**src/rtl/coin_seq_pkg.sv**
```systemverilog
// Shared types and defaults for the coin dispense sequencer: state encoding,
// timer defaults, servo direction constants and a counter-width helper.
package coin_seq_pkg;

   typedef enum logic [2:0] {
      ST_IDLE      = 3'd0,
      ST_PUSH_ACK  = 3'd1,
      ST_PUSH_WAIT = 3'd2,
      ST_RET_ACK   = 3'd3,
      ST_RET_WAIT  = 3'd4,
      ST_SETTLE    = 3'd5,
      ST_FAULT     = 3'd6
   } state_e;

   localparam int unsigned DEF_MAX_COINS      = 15;
   localparam int unsigned DEF_SETTLE_CYCLES  = 1_000_000;
   localparam int unsigned DEF_TIMEOUT_CYCLES = 50_000_000;

   localparam logic SERVO_BACK  = 1'b1;
   localparam logic SERVO_FRONT = 1'b0;

   // One width serves both timers so a single sub-module type covers them.
   function automatic int unsigned cnt_width(input int unsigned a, input int unsigned b);
      int unsigned m;
      m = (a > b) ? a : b;
      return (m < 2) ? 1 : $clog2(m + 1);
   endfunction

   function automatic logic is_phase_state(input state_e s);
      return (s == ST_PUSH_ACK) || (s == ST_PUSH_WAIT) ||
             (s == ST_RET_ACK)  || (s == ST_RET_WAIT);
   endfunction

endpackage

```
**src/rtl/seq_timer.sv**
```systemverilog
// Loadable saturating down-counter. start loads load_val_i; expired_o is high
// while the count sits at zero, so a load of N-1 expires on the Nth cycle.
module seq_timer #(
   parameter int unsigned WIDTH = 26
) (
   input  logic             clk,
   input  logic             clr,
   input  logic             start_i,
   input  logic [WIDTH-1:0] load_val_i,
   output logic             expired_o
);

   logic [WIDTH-1:0] cnt_q, cnt_d;

   always_comb begin
      cnt_d = cnt_q;
      if (start_i)
         cnt_d = load_val_i;
      else if (cnt_q != '0)
         cnt_d = cnt_q - WIDTH'(1);
   end

   always_ff @(posedge clk) begin
      if (clr) cnt_q <= '0;
      else     cnt_q <= cnt_d;
   end

   assign expired_o = (cnt_q == '0);

endmodule

```
**src/rtl/coin_dispense_sequencer.sv**
```systemverilog
// Drives one push/return servo stroke per coin with a settle gap between coins.
// COIN_SEQ_TIMEOUT_EN adds a per-phase handshake timeout that latches FAULT.
module coin_dispense_sequencer
   import coin_seq_pkg::*;
#(
   parameter int unsigned MAX_COINS      = DEF_MAX_COINS,
   parameter int unsigned SETTLE_CYCLES  = DEF_SETTLE_CYCLES,
   parameter int unsigned TIMEOUT_CYCLES = DEF_TIMEOUT_CYCLES
) (
   input  logic        clk,
   input  logic        clr,
   input  logic        req_valid,
   input  logic [3:0]  req_count,
   output logic        req_ready,
   output logic [31:0] servoCtrl,
   input  logic        servoBackDone,
   input  logic        servoFrontDone,
   output logic [3:0]  coins_dispensed,
   output logic        busy,
   output logic        done_pulse,
   output logic        fault
);

   localparam int unsigned   CW        = cnt_width(SETTLE_CYCLES, TIMEOUT_CYCLES);
   localparam logic [CW-1:0] SETTLE_LD = CW'(SETTLE_CYCLES - 1);
   localparam logic [3:0]    MAX_C     = (MAX_COINS > 15) ? 4'd15 : 4'(MAX_COINS);

   state_e     state_q, state_d;
   logic [3:0] target_q, target_d;
   logic [3:0] coins_q, coins_d;
   logic       servo_q, servo_d;
   logic       busy_q, busy_d;
   logic       done_q, done_d;
   logic [3:0] req_tgt;
   logic       settle_start, settle_exp;
   logic       timeout;

   assign req_tgt = (req_count > MAX_C) ? MAX_C : req_count;

   seq_timer #(.WIDTH(CW)) u_settle (
      .clk        (clk),
      .clr        (clr),
      .start_i    (settle_start),
      .load_val_i (SETTLE_LD),
      .expired_o  (settle_exp)
   );

`ifdef COIN_SEQ_TIMEOUT_EN
   localparam logic [CW-1:0] TIMEOUT_LD = CW'(TIMEOUT_CYCLES - 1);
   logic phase_start, phase_exp;
   logic fault_q;

   // Reload on every entry into an ACK/WAIT state, including ACK -> WAIT.
   assign phase_start = is_phase_state(state_d) && (state_d != state_q);

   seq_timer #(.WIDTH(CW)) u_timeout (
      .clk        (clk),
      .clr        (clr),
      .start_i    (phase_start),
      .load_val_i (TIMEOUT_LD),
      .expired_o  (phase_exp)
   );

   assign timeout = phase_exp;

   always_ff @(posedge clk) begin
      if (clr) fault_q <= 1'b0;
      else     fault_q <= (state_d == ST_FAULT);
   end

   assign fault = fault_q;
`else
   assign timeout = 1'b0;
   assign fault   = 1'b0;
`endif

   always_comb begin
      state_d  = state_q;
      target_d = target_q;
      coins_d  = coins_q;
      done_d   = 1'b0;
      case (state_q)
         ST_IDLE: begin
            if (req_valid) begin
               target_d = req_tgt;
               coins_d  = '0;
               if (req_tgt == '0) done_d  = 1'b1;
               else               state_d = ST_PUSH_ACK;
            end
         end
         // A completion level wins over a timeout seen in the same cycle.
         ST_PUSH_ACK: begin
            if (!servoBackDone) state_d = ST_PUSH_WAIT;
            else if (timeout)   state_d = ST_FAULT;
         end
         ST_PUSH_WAIT: begin
            if (servoBackDone)  state_d = ST_RET_ACK;
            else if (timeout)   state_d = ST_FAULT;
         end
         ST_RET_ACK: begin
            if (!servoFrontDone) state_d = ST_RET_WAIT;
            else if (timeout)    state_d = ST_FAULT;
         end
         ST_RET_WAIT: begin
            if (servoFrontDone) begin
               coins_d = coins_q + 4'd1;
               if (coins_d == target_q) begin
                  done_d  = 1'b1;
                  state_d = ST_IDLE;
               end else begin
                  state_d = ST_SETTLE;
               end
            end else if (timeout) begin
               state_d = ST_FAULT;
            end
         end
         ST_SETTLE: begin
            if (settle_exp) state_d = ST_PUSH_ACK;
         end
         ST_FAULT: state_d = ST_FAULT;
         default:  state_d = ST_IDLE;
      endcase
   end

   assign settle_start = (state_d == ST_SETTLE) && (state_q != ST_SETTLE);

   // Outputs are registered from the next state so they line up with it.
   always_comb begin
      servo_d = ((state_d == ST_PUSH_ACK) || (state_d == ST_PUSH_WAIT)) ? SERVO_BACK : SERVO_FRONT;
      busy_d  = (state_d != ST_IDLE) && (state_d != ST_FAULT);
   end

   always_ff @(posedge clk) begin
      if (clr) begin
         state_q  <= ST_IDLE;
         target_q <= '0;
         coins_q  <= '0;
         servo_q  <= SERVO_FRONT;
         busy_q   <= 1'b0;
         done_q   <= 1'b0;
      end else begin
         state_q  <= state_d;
         target_q <= target_d;
         coins_q  <= coins_d;
         servo_q  <= servo_d;
         busy_q   <= busy_d;
         done_q   <= done_d;
      end
   end

   assign req_ready       = (state_q == ST_IDLE) && !clr;
   assign servoCtrl       = {31'd0, servo_q};
   assign coins_dispensed = coins_q;
   assign busy            = busy_q;
   assign done_pulse      = done_q;

endmodule

```
**config.mk**
```make
export PLATFORM = sky130hd
export DESIGN_NAME = coin_dispense_sequencer
export DESIGN_NICKNAME = d
export VERILOG_FILES = /design/src/rtl/coin_seq_pkg.sv /design/src/rtl/seq_timer.sv /design/src/rtl/coin_dispense_sequencer.sv
export SDC_FILE = /design/constraint.sdc
export NUM_CORES = 1
export LEC_CHECK = 0
export ABC_AREA = 1
export CAP_MARGIN = 20
export CORE_AREA = 5 5 71 86
export DETAILED_ROUTE_END_ITERATION = 12
export DIE_AREA = 0 0 76 91
export GPL_TIMING_DRIVEN = 0
export PLACE_DENSITY = 0.78
export SLEW_MARGIN = 20
export SYNTH_ARGS = -nofsm -noshare
export SYNTH_HDL_FRONTEND = slang
export SYNTH_SLANG_ARGS = --single-unit
```
**constraint.sdc**
```tcl
create_clock -name clk -period 2.14 [get_ports clk]
set_input_delay 0.428 -clock clk [delete_from_list [all_inputs] [get_ports clk]]
set_output_delay 0.428 -clock clk [all_outputs]
set_load 0.1 [all_outputs]
```
Figure 1. Where the registers sit.
Bar = 20 µm. Other sequential cells in the stronger grey, the rest of the logic in the fainter grey.
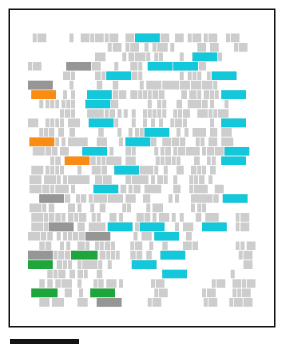
| name in the netlist | colour | placed flops |
|---|---|---|
| `state_q` | orange | 3 |
| `u_settle.cnt_q` | cyan | 26 |
| `coins_dispensed` | green | 4 |

Figure 2. Routing congestion.
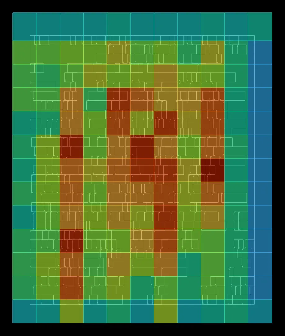
Total GRT Usage: 16.3%
global route hottest layer: met2
met3 demand-to-capacity share in global routing: 3.37%
Avg WL per Cell: 11.4 µm
fraction of met1 tracks used by global routing: 17.2%

Figure 3. Signal wires by layer.
Only two layers are drawn.
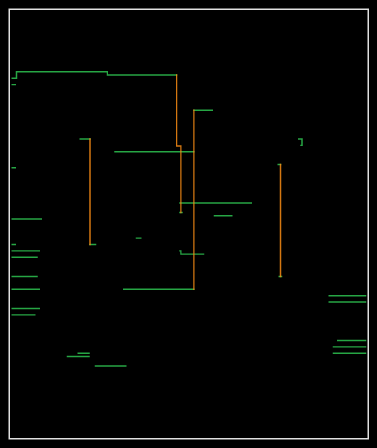
| layer | colour | wire length |
|---|---|---|
| metal 4 | orange | 115 µm |
| metal 3 | green | 194 µm |

Figure 4. Met4 routing.
Bar = 20 µm.
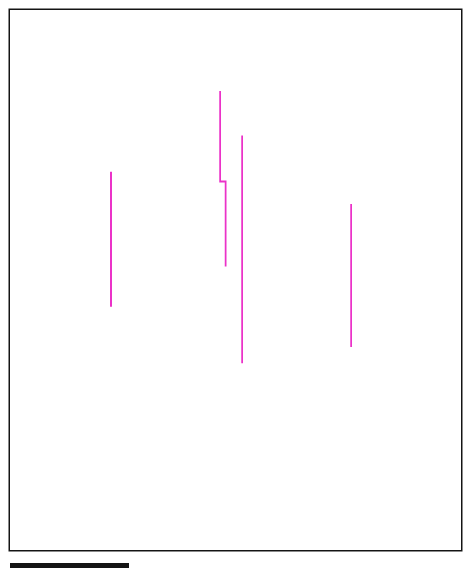
wire length on this layer: 115 µm
longest straight run: 38.1 µm

Figure 5. Selected gate families.
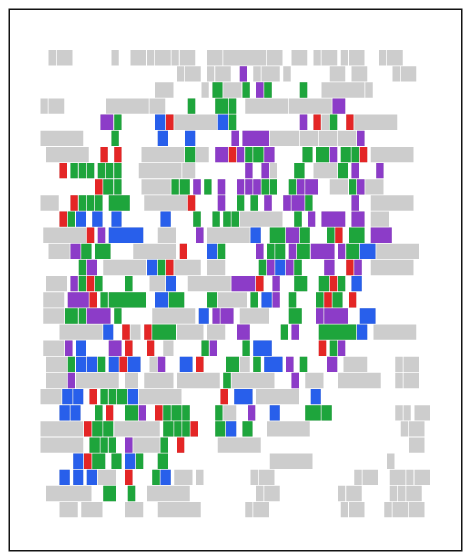
| family | colour | cells |
|---|---|---|
| inv cells | red | 39 |
| nor cells | purple | 70 |
| nand cells | green | 122 |
| aoi and oai cells | blue | 45 |
share of cell area taken by multi-input logic gates: 49.1%
Cell Count, Final, Fillers Out: 491

## cell families after synthesis
family / after synthesis
other: 1
xor gates and xnor gates: 12
AOI/OAI and AO/OA: 46
DFF: 40
and+or+nand+nor: 196
buffers and inverters: 78
adders and majority gates: 3
## layout make-up
type	count	area (µm²)
timing repair buffer	15	143
multi-input combinational	289	1480
inverter	39	146
tap	62	77.6
clock buffer	6	72.6
fill	527	2170
clock inverter	1	5.00
buffer	39	288
sequential	40	803
## flip-flops by register name, summed over array words and instances, names as in the netlist
| signal | count |
|---|---|
| done_pulse | 1 |
| u_settle.cnt_q | 26 |
| target_q | 4 |
| coins_dispensed | 4 |
| busy | 1 |
| state_q | 3 |
| servo_q | 1 |
## repair_timing
action,CTS,global route
hold endpoints to repair,0,0
endpoints found under the setup margin,8,2
gates resized,10,2
pin swaps,0,0
==> run summary <==
Main metrics from the flow reports.

The via count of the routed design came out at 2348. Summing over the stages, the warning tally comes to 28. Counting every sink on the clock net gives roughly 40.

The portion of the post-synthesis area used by sequential elements came out at 30.8%. In the setup report, the worst path falls into the class flip-flop to output port. The cell-internal power is 1.99 mW. The count of buffers from port buffering is 15. The power consumed by combinational cells is 2.48 mW. The worst hold path belongs to the class flip-flop to flip-flop.

The worst slew margin relative to its limit came out at 36.4%. Of the combinational cells, the family taking the most area is simple AND/OR/NAND/NOR gates. The placement row count is 29. The number of remaining DRC errors is 0.

After detailed routing, the met2 layer carries 3020 µm of wire. The clock-pin transition on the worst setup and hold timing paths is 80 ps. The maximum vdd ir drop is 0.593 mV. The run finished with clean final reports.

In the per-layer breakdown of the detailed-route log, met1 shows around 2300 µm. The final timing report derives a shortest allowable period of 2060 ps. The worst setup path is captured at an output port. The final wirelength came out at 5590 µm. The cell type that accounts for the most area after synthesis is sky130_fd_sc_hd__dfxtp_1. The wire length on met3 is 193 µm. The combinational share of power came out at 60.8%. The number of violations reported at the end of detailed-routing iteration 0 came out at 98. The number of iterations in the first detailed-routing pass is 4. For this run, the script counts the antenna cells in the layout as 0.

The hold-critical path depth came out at 2. The count of flip-flops with a built-in enable after synthesis is 0. The post-CTS repair timing setup buffer count came out at 0.

The largest power group is combinational cells. The xor/xnor cell area share of the yosys netlist came out at 4.05%. The routing usage on met2 came out at 30.6%.

Max-slew check failures listed in the final report amount to 0. Per STA, the worst path is made up of clkdlybuf4s15_1. The sequential cell fraction of total power is 27.4%. The area of placed instances came out at 2950 µm².

The highest net fanout along the worst path is 8. Yosys instantiated no cell more often than sky130_fd_sc_hd__nand2_1. The count of final setup violators came out at 0. Based on the critical path, the design can be clocked at up to 0.486 GHz. The slew at the pin closest to its max-slew limit is 958 ps.

The setup slack after placement came out at -270 ps. The placed instance count is 484. Looking at the critical path, the single cell with the biggest stage delay is sky130_fd_sc_hd__clkdlybuf4s15_1.

After layout, the worst path uses 96.1% of the clock period. The detailed-route vias per instance came out at 4.78. The number of synthesis warnings came out at 0. The number of global-route vias before repair came out at 2152.

Ranked by total cell area, the synthesized netlist is headed by sky130_fd_sc_hd__dfxtp_1 (31%), sky130_fd_sc_hd__nand2_1 (11%), sky130_fd_sc_hd__buf_4 (9.5%). The post-CTS hold buffer count recorded in the log is 0. The number of nets in the layout is 441. Counting flops with an async set or reset pin after synthesis yields a share of 0%. For this design the ratio of total power to cell area is 1350 nW/µm². The register-to-register setup slack is 350 ps. The post-synthesis cell count came out at 376. The final clock skew came out at between 4 and 5 ps.

The worst path buffer plus inverter count came out at 1. After Yosys synthesis, and, or, nand and nor cells account for 36.6% of the synthesized area. The cell area after synthesis is about 2600 µm². Routability-driven placement finished with a final weighted congestion of 0.941. Hold-check failures listed in the final report amount to 0. The startpoint identified for the worst hold timing path is target_q[3].

The total clock buffers created by CTS is 5. According to the timing report, the arrival time at the worst endpoint equals 1630 ps. The placeable core area came out at 5190 µm². The stat command in Yosys gives a chip area of 2600 µm². The static leakage is 1.48 nW.

The endpoint required time on the critical path is 1710 ps. Setup repair after global routing left no endpoint under its margin. The clock share of power is 11.8%. The tightest hold path in the finished design has a slack of ~470 ps. The post-synthesis sequential element count came out at 40. Per the OpenROAD floorplan log, the width of the die is about 76 µm. The clock latency reported for the late side of the worst-skew pair is between 200 and 300 ps. The synthesis-to-layout area growth is 16.2%. By instance count after routing, the leading logic cell types are sky130_fd_sc_hd__nand2_1 (76), sky130_fd_sc_hd__nor2_1 (47), sky130_fd_sc_hd__inv_1 (39), sky130_fd_sc_hd__dfxtp_1 (38), sky130_fd_sc_hd__buf_4 (33).

The category of cells accounting for the largest share of critical-path delay is buffers and inverters. Per the detail_route log, the uppermost layer with routed signals is met4. The first-pass GRT wire length came out at 9390 µm.

The sum of negative setup slack came out at 0 ps. The endpoint of the lowest-slack register-to-register path is u_settle.cnt_q[22]. The post-DP HPWL came out at around 4500 µm.

The chip height is 91 µm. Looking at the clock tree report, the root buffer type is sky130_fd_sc_hd__clkbuf_8. Setup slack closes at 82.8 ps.

The H-tree depth is 2. After routing the design area is 3020 µm². The share of synthesized cell area in and-or and or-and compound cells is 10.2%. Tracing the worst setup path back leads to its startpoint at coins_dispensed[2]. The startpoint kind of the worst setup timing path is a flip-flop. The distinct cell type count after synthesis came out at 35.
Power figures rest on the tool's default switching activity, not on a simulated workload.
